$ cat src/rtl/fetch_buffer_if.sv
// rtl/fetch_buffer_if.sv - instruction memory and decode-side handshake bundle for fetch_buffer
// Signals:
//   imem_req/imem_addr      fetch request and word-aligned address (master drives)
//   imem_ack/imem_rdata     response strobe and fetched word (slave drives)
//   out_valid/out_instr/out_pc/out_pc4  queue head toward decode (master drives)
//   out_ready               decode accepts the head (slave drives)
// Modports: master = fetch_buffer side, slave = memory/decode environment side.

interface fetch_buffer_if;
  logic        imem_req;
  logic [31:0] imem_addr;
  logic        imem_ack;
  logic [31:0] imem_rdata;
  logic        out_valid;
  logic        out_ready;
  logic [31:0] out_instr;
  logic [31:0] out_pc;
  logic [31:0] out_pc4;

  modport master (
    output imem_req, imem_addr,
    input  imem_ack, imem_rdata,
    output out_valid, out_instr, out_pc, out_pc4,
    input  out_ready
  );

  modport slave (
    input  imem_req, imem_addr,
    output imem_ack, imem_rdata,
    input  out_valid, out_instr, out_pc, out_pc4,
    output out_ready
  );
endinterface

$ cat src/rtl/fetch_buffer.sv
// rtl/fetch_buffer.sv - instruction fetch queue with single outstanding request and redirect flush
// Ports:
//   clk          single clock, rising edge
//   nrst         asynchronous active-low reset
//   bus          fetch_buffer_if.master: imem request/response and decode head stream
//   redirect     branch/jump taken: flush queue and restart at redirect_pc
//   redirect_pc  restart address (bits [1:0] ignored)
//   count        number of queued entries
//   stall_cycles (only with FETCH_BUFFER_STATS_EN) saturating count of cycles
//                where decode was ready but the queue was empty
// Optional feature macro: FETCH_BUFFER_STATS_EN

module fetch_buffer #(
  parameter int unsigned DEPTH    = 4,
  parameter logic [31:0] RESET_PC = 32'h0000_0000
) (
  input  logic                   clk,
  input  logic                   nrst,
  fetch_buffer_if.master         bus,
  input  logic                   redirect,
  input  logic [31:0]            redirect_pc,
  output logic [$clog2(DEPTH):0] count
`ifdef FETCH_BUFFER_STATS_EN
  ,
  output logic [31:0]            stall_cycles
`endif
);

  localparam int AW = $clog2(DEPTH);
  localparam int CW = AW + 1;
  localparam logic [CW-1:0] FULL = CW'(DEPTH);
  localparam logic [31:0] RESET_PC_ALIGNED = RESET_PC & 32'hFFFF_FFFC;

  typedef enum logic [1:0] {IDLE, REQ, WAIT_SPACE} state_t;

  state_t        state, state_n;
  logic [31:0]   fetch_pc, fetch_pc_n;
  logic          drop, drop_n;
  logic [CW-1:0] count_n, count_after;
  logic [AW-1:0] rd_ptr, wr_ptr;
  logic [31:0]   q_instr [DEPTH];
  logic [31:0]   q_pc    [DEPTH];
  logic          valid, push, pop, imem_req;

  assign valid = (count != '0);
  // An ack only completes a request while in REQ; a dropped or redirected
  // response never reaches the queue.
  assign push  = (state == REQ) && bus.imem_ack && !drop && !redirect;
  assign pop   = valid && bus.out_ready;
  assign count_after = count + CW'(push) - CW'(pop);

  always_comb begin
    state_n    = state;
    fetch_pc_n = fetch_pc;
    drop_n     = drop;
    count_n    = count_after;
    imem_req   = 1'b0;
    case (state)
      IDLE: state_n = REQ;
      REQ: begin
        // While drop is set the old request is still in flight, so no new
        // request may be presented until its ack is swallowed.
        imem_req = !drop;
        if (bus.imem_ack) begin
          if (drop) begin
            drop_n = 1'b0;
          end else begin
            fetch_pc_n = fetch_pc + 32'd4;
            // The next request reserves a slot, so keep fetching only if
            // at least one slot remains free after this push.
            state_n = (count_after < FULL) ? REQ : WAIT_SPACE;
          end
        end
      end
      WAIT_SPACE: if (pop) state_n = REQ;
      default: state_n = IDLE;
    endcase
    if (redirect) begin
      state_n    = REQ;
      fetch_pc_n = redirect_pc & 32'hFFFF_FFFC;
      count_n    = '0;
      // A request still in flight (not acked this cycle) must be discarded
      // when its response finally arrives.
      drop_n     = (state == REQ) && !bus.imem_ack;
    end
  end

  always_ff @(posedge clk or negedge nrst) begin
    if (!nrst) begin
      state    <= IDLE;
      fetch_pc <= RESET_PC_ALIGNED;
      drop     <= 1'b0;
      count    <= '0;
      rd_ptr   <= '0;
      wr_ptr   <= '0;
    end else begin
      state    <= state_n;
      fetch_pc <= fetch_pc_n;
      drop     <= drop_n;
      count    <= count_n;
      if (redirect) begin
        rd_ptr <= '0;
        wr_ptr <= '0;
      end else begin
        if (push) wr_ptr <= wr_ptr + AW'(1);
        if (pop)  rd_ptr <= rd_ptr + AW'(1);
      end
    end
  end

  always_ff @(posedge clk) begin
    if (push) begin
      q_instr[wr_ptr] <= bus.imem_rdata;
      q_pc[wr_ptr]    <= fetch_pc;
    end
  end

  assign bus.imem_req  = imem_req;
  assign bus.imem_addr = fetch_pc;
  assign bus.out_valid = valid;
  // Head fields are forced to zero when empty so stale storage never leaks.
  assign bus.out_instr = valid ? q_instr[rd_ptr] : '0;
  assign bus.out_pc    = valid ? q_pc[rd_ptr] : '0;
  assign bus.out_pc4   = valid ? q_pc[rd_ptr] + 32'd4 : '0;

`ifdef FETCH_BUFFER_STATS_EN
  always_ff @(posedge clk or negedge nrst) begin
    if (!nrst) begin
      stall_cycles <= '0;
    end else if (bus.out_ready && !valid && (stall_cycles != 32'hFFFF_FFFF)) begin
      stall_cycles <= stall_cycles + 32'd1;
    end
  end
`endif

endmodule
$ cat src/flat_wrapper.sv
// flat-port wrapper written by rule: the top's interface ports become plain ports
module fetch_buffer_flat 
#(
  parameter int unsigned DEPTH    = 4,
  parameter logic [31:0] RESET_PC = 32'h0000_0000
)
  (clk, nrst, redirect, redirect_pc, count, bus_imem_req, bus_imem_addr, bus_imem_ack, bus_imem_rdata, bus_out_valid, bus_out_instr, bus_out_pc, bus_out_pc4, bus_out_ready);
  fetch_buffer_if bus_i ();
  input  logic clk;
  input  logic nrst;
  input  logic redirect;
  input  logic [31:0] redirect_pc;
  output logic [$clog2(DEPTH):0] count;
  output wire logic [$bits(bus_i.imem_req)-1:0] bus_imem_req;
  output wire logic [$bits(bus_i.imem_addr)-1:0] bus_imem_addr;
  input wire logic [$bits(bus_i.imem_ack)-1:0] bus_imem_ack;
  input wire logic [$bits(bus_i.imem_rdata)-1:0] bus_imem_rdata;
  output wire logic [$bits(bus_i.out_valid)-1:0] bus_out_valid;
  output wire logic [$bits(bus_i.out_instr)-1:0] bus_out_instr;
  output wire logic [$bits(bus_i.out_pc)-1:0] bus_out_pc;
  output wire logic [$bits(bus_i.out_pc4)-1:0] bus_out_pc4;
  input wire logic [$bits(bus_i.out_ready)-1:0] bus_out_ready;
  assign bus_imem_req = bus_i.imem_req;
  assign bus_imem_addr = bus_i.imem_addr;
  assign bus_i.imem_ack = bus_imem_ack;
  assign bus_i.imem_rdata = bus_imem_rdata;
  assign bus_out_valid = bus_i.out_valid;
  assign bus_out_instr = bus_i.out_instr;
  assign bus_out_pc = bus_i.out_pc;
  assign bus_out_pc4 = bus_i.out_pc4;
  assign bus_i.out_ready = bus_out_ready;
  fetch_buffer #(.DEPTH(DEPTH), .RESET_PC(RESET_PC)) u_core (.clk(clk), .nrst(nrst), .bus(bus_i), .redirect(redirect), .redirect_pc(redirect_pc), .count(count));
endmodule
$ cat config.mk
export PLATFORM = sky130hd
export DESIGN_NAME = fetch_buffer_flat
export DESIGN_NICKNAME = d
export VERILOG_FILES = /design/src/rtl/fetch_buffer_if.sv /design/src/rtl/fetch_buffer.sv /design/src/flat_wrapper.sv
export SDC_FILE = /design/constraint.sdc
export NUM_CORES = 1
export LEC_CHECK = 0
export ABC_CLOCK_PERIOD_IN_PS = 8540
export CELL_PAD_IN_SITES_DETAIL_PLACEMENT = 2
export CELL_PAD_IN_SITES_GLOBAL_PLACEMENT = 2
export CORE_MARGIN = 8
export CORE_UTILIZATION = 35
export DETAILED_ROUTE_END_ITERATION = 7
export HOLD_SLACK_MARGIN = 0.12
export PLACE_DENSITY = 0.84
export SYNTH_ARGS = -nofsm -noshare
export SYNTH_HDL_FRONTEND = slang
export SYNTH_SLANG_ARGS = --single-unit
$ cat constraint.sdc
create_clock -name clk -period 8.54 [get_ports clk]
set_input_delay 1.281 -clock clk [delete_from_list [all_inputs] [get_ports clk]]
set_output_delay 1.281 -clock clk [all_outputs]
set_load 0.02 [all_outputs]
==> GITHUB_STEP_SUMMARY, run 1 <==
### Metrics collected by this job

| Metric | Value |
|---|---|
| GRT overflow | `0` |
| Hold path startpoint | `u_core.state[0]` |
| CP Capture Point | `bus_out_pc4[24]` |
| Worst path depth | `7` |
| Most numerous logic cells after layout | `edfxtp_1, clkdlybuf4s50_1, and2_1` |
| Reg2reg start | `u_core.count[1]` |
| Met2 routed WL | `between 15000 and 20000 um` |
| Met3 usage | `0.04459` |
| Reg-to-reg endpoint | `u_core.state[1]` |
| Top Layer Used | `met5` |
| Number of cells in Yosys stat | `around 780` |
| Area leader share | `0.5984` |
| Top Consumer | `combinational cells` |
| Comb. pwr | `a little over 2 mW` |
| Dominant flop cell | `edfxtp_1` |
| Status | `finished, final reports clean` |
| Drc violations | `0` |
| Unique cell types | `45` |
| Critical path class | `flip-flop to output port` |
| Final tally of max-slew violations | `0` |
| RSZ-0062 raised after global routing | `no` |
| Post-synth seq share | `0.6788` |
| Fill cells | `~3.3k` |
| Final Cycle Share | `0.6418` |
| Post-DRT Antenna Nets | `0` |
| Clk pwr | `~1.4 mW` |
| CTS tree | `done` |
| Post-CTS Resized | `0` |
| Layout clock area frac | `0.06952` |
| Sequential cell power | `between 1.5 and 2 mW` |
| Simple-Gate Fraction of Synth Area | `0.1128` |
| Final core occ | `0.4506` |
| FP Core Util | `0.3525` |
| Critical path startpoint | `u_core.rd_ptr[1]` |
| Most common library cells after synthesis | `edfxtp_1, and2_1, mux4_2` |
| Slowest CP cell | `dfrtp_2` |
| Largest net degree at the start of global routing | `72` |
| YS chip area | `approximately 12000 um2` |
Fig. 1: run 1, signal metal coverage by tile
The die is cut into 20 by 20 equal tiles; white is low, dark blue is high, scaled to the fullest tile. Values are wire area over tile area, all layers added.
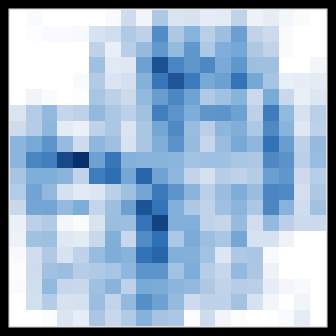
The mean over all tiles is 0.14. The fullest tile reaches 0.45. 12% of the tiles are nearly empty. 19% of the tiles are over half the peak. The emptiest ninth of the die: north-west.
DRT Wirelength: 36060 um
wire per inst: 24.68 um
GRT Util Overall: 0.1723

Fig. 2: run 1, layout detail
The bar under the picture is 5 um long. Region (143, 143) to (163, 163) um. Cells in grey, sequential cells in the stronger grey; small squares are vias.
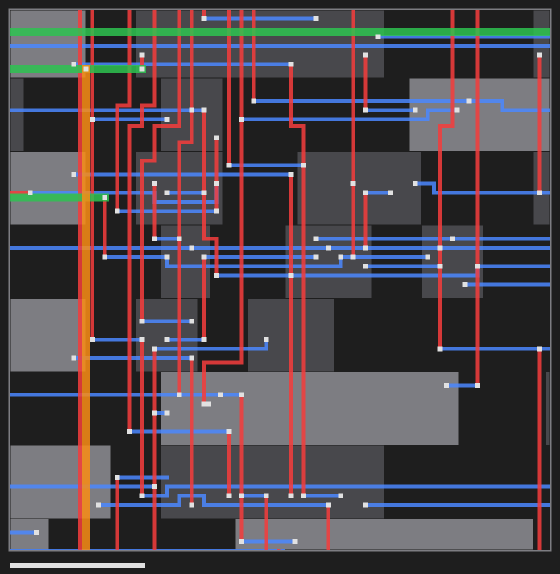
Key: met4 = orange; met3 = green; met1 = blue; met2 = red
Sequential cells in the window: 1. 11 logic cells have their middle in the window. Most frequent: and2_1 (2). Netlist names of flops here include `u_core.q_pc` (1).

Fig. 3: run 1, routed metal, one colour a layer
The bar under the picture is 50 um long. Two of the layers only.
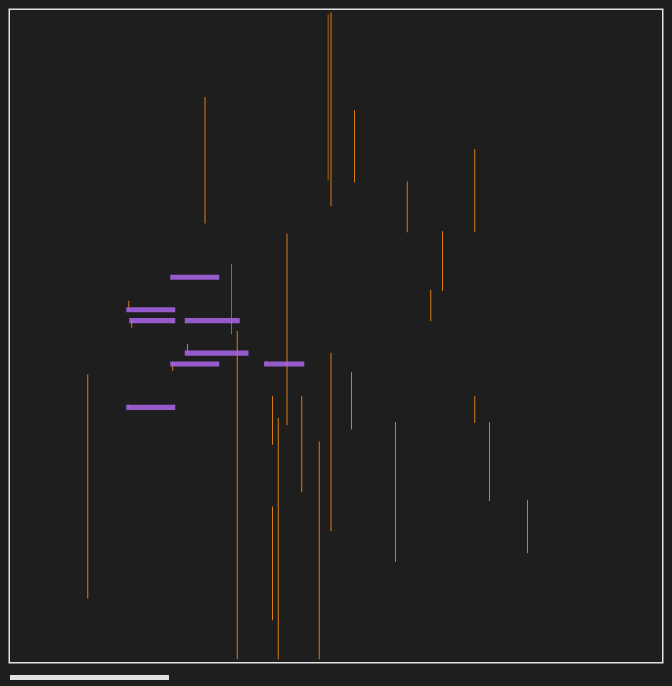
Key: met4 = orange [wire length 899 um]; met5 = purple [wire length 113 um]
vias: 7565

==> run 2: changes to the inputs <==
ABC_CLOCK_PERIOD_IN_PS = 5000   (was 8540)
PLACE_DENSITY = 0.87   (was 0.84)
clock period = 5 ns   (was 8.54 ns; I/O delays follow)
==> run 2 against run 1 <==
- total power increased by 72%
- sequential share of layout area shrank 0.33 points
- critical path depth is the same
- clock power increased by 71%
- area after synthesis stayed put
- die size did not move
- routed wire length up 6.0%
- non-clock buffer count grew 7
- clock-buffer cell count fell by 2
- hold slack got worse by 100 ps
==> GITHUB_STEP_SUMMARY, run 2 <==
### Metrics collected by this job

| Metric | Value |
|---|---|
| Sequential cell power | `3.09 mW (+70%)` |
| HPWL after DPL | `25520 um` |
| Routability congestion estimate | `a little under 0.8` |
| Met2 routed WL | `19590 um (+8.6%)` |
| Largest net degree at the start of global routing | `72 (unchanged)` |
| YS chip area | `12450 um2 (unchanged)` |
| FP Core Util | `0.3525 (unchanged)` |
| Worst path depth | `7 (unchanged)` |
| Reg2reg start | `u_core.count[1]` |
| CTS tree | `done` |
| Post-DRT Antenna Nets | `0 (unchanged)` |
| Comb. pwr | `3.60 mW (+75%)` |
| Area leader share | `0.5984 (unchanged)` |
| Layout clock area frac | `0.06868 (-0.0008413)` |
| Number of cells in Yosys stat | `776 (unchanged)` |
| Critical path startpoint | `u_core.rd_ptr[0]` |
| Status | `finished, final reports clean` |
| Final tally of max-slew violations | `0 (unchanged)` |
| RSZ-0062 raised after global routing | `no` |
| Reg-to-reg endpoint | `u_core.state[1]` |
| CP Capture Point | `bus_out_pc4[24]` |
| Met3 usage | `0.03858 (-0.006009)` |
| Clk pwr | `2.44 mW (+71%)` |
| Most numerous logic cells after layout | `edfxtp_1, clkdlybuf4s50_1, and2_1` |
| Top Layer Used | `met5` |
| Most common library cells after synthesis | `edfxtp_1, and2_1, mux4_2` |
| GRT Util Overall | `0.1810 (+0.008748)` |
| Dominant flop cell | `edfxtp_1` |
| Simple-Gate Fraction of Synth Area | `0.1128 (unchanged)` |
| Drc violations | `0 (unchanged)` |
| Unique cell types | `45 (unchanged)` |
| Crit path largest cell delay | `~630 ps` |
| Final Cycle Share | `0.9319` |
| Routed wl met3 | `2114 um` |
| Critical path class | `flip-flop to output port` |
| Fill cells | `3296 (-1.1%)` |
| Post-synth seq share | `0.6788 (unchanged)` |
| Wire per inst | `26.04 um (+5.5%)` |
| Slowest CP cell | `dfrtp_4` |
Fig. 4: run 2, layout detail
The bar under the picture is 5 um long. Region (143, 143) to (163, 163) um. Cells in grey, sequential cells in the stronger grey; small squares are vias.
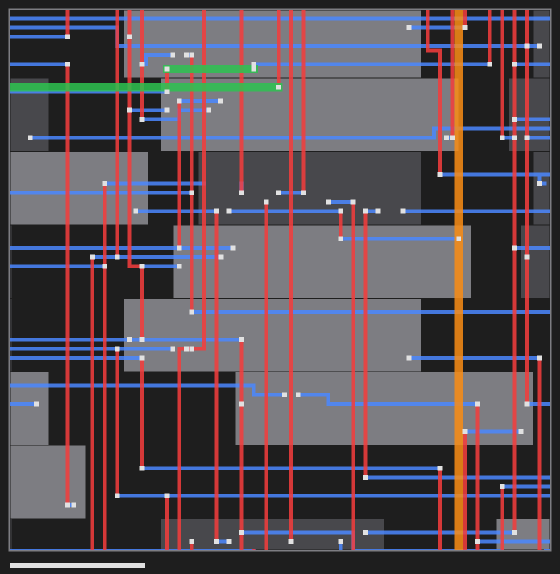
Key: met4 = orange; met1 = blue; met2 = red; met3 = green
Sequential cells in the window: 5. Most frequent: edfxtp_1 (5), mux4_2 (1), nand3_1 (1). 7 logic cells have their middle in the window. Netlist names of flops here include `u_core.q_pc` (5).

Fig. 5: run 2, met1 routing
The bar under the picture is 50 um long.
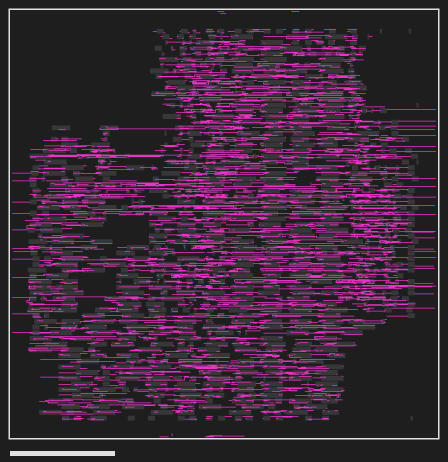
The longest straight run is 68.5 um. The layer carries 15500 um of wire. 975 nets have wire on it. The layer holds 41% of the routed length. The wires run mostly horizontal.
GR Layer Usage met1: 0.2256
vias: 7698
DRT Wirelength: 38220 um

Power is estimated from default activity; no workload was simulated.
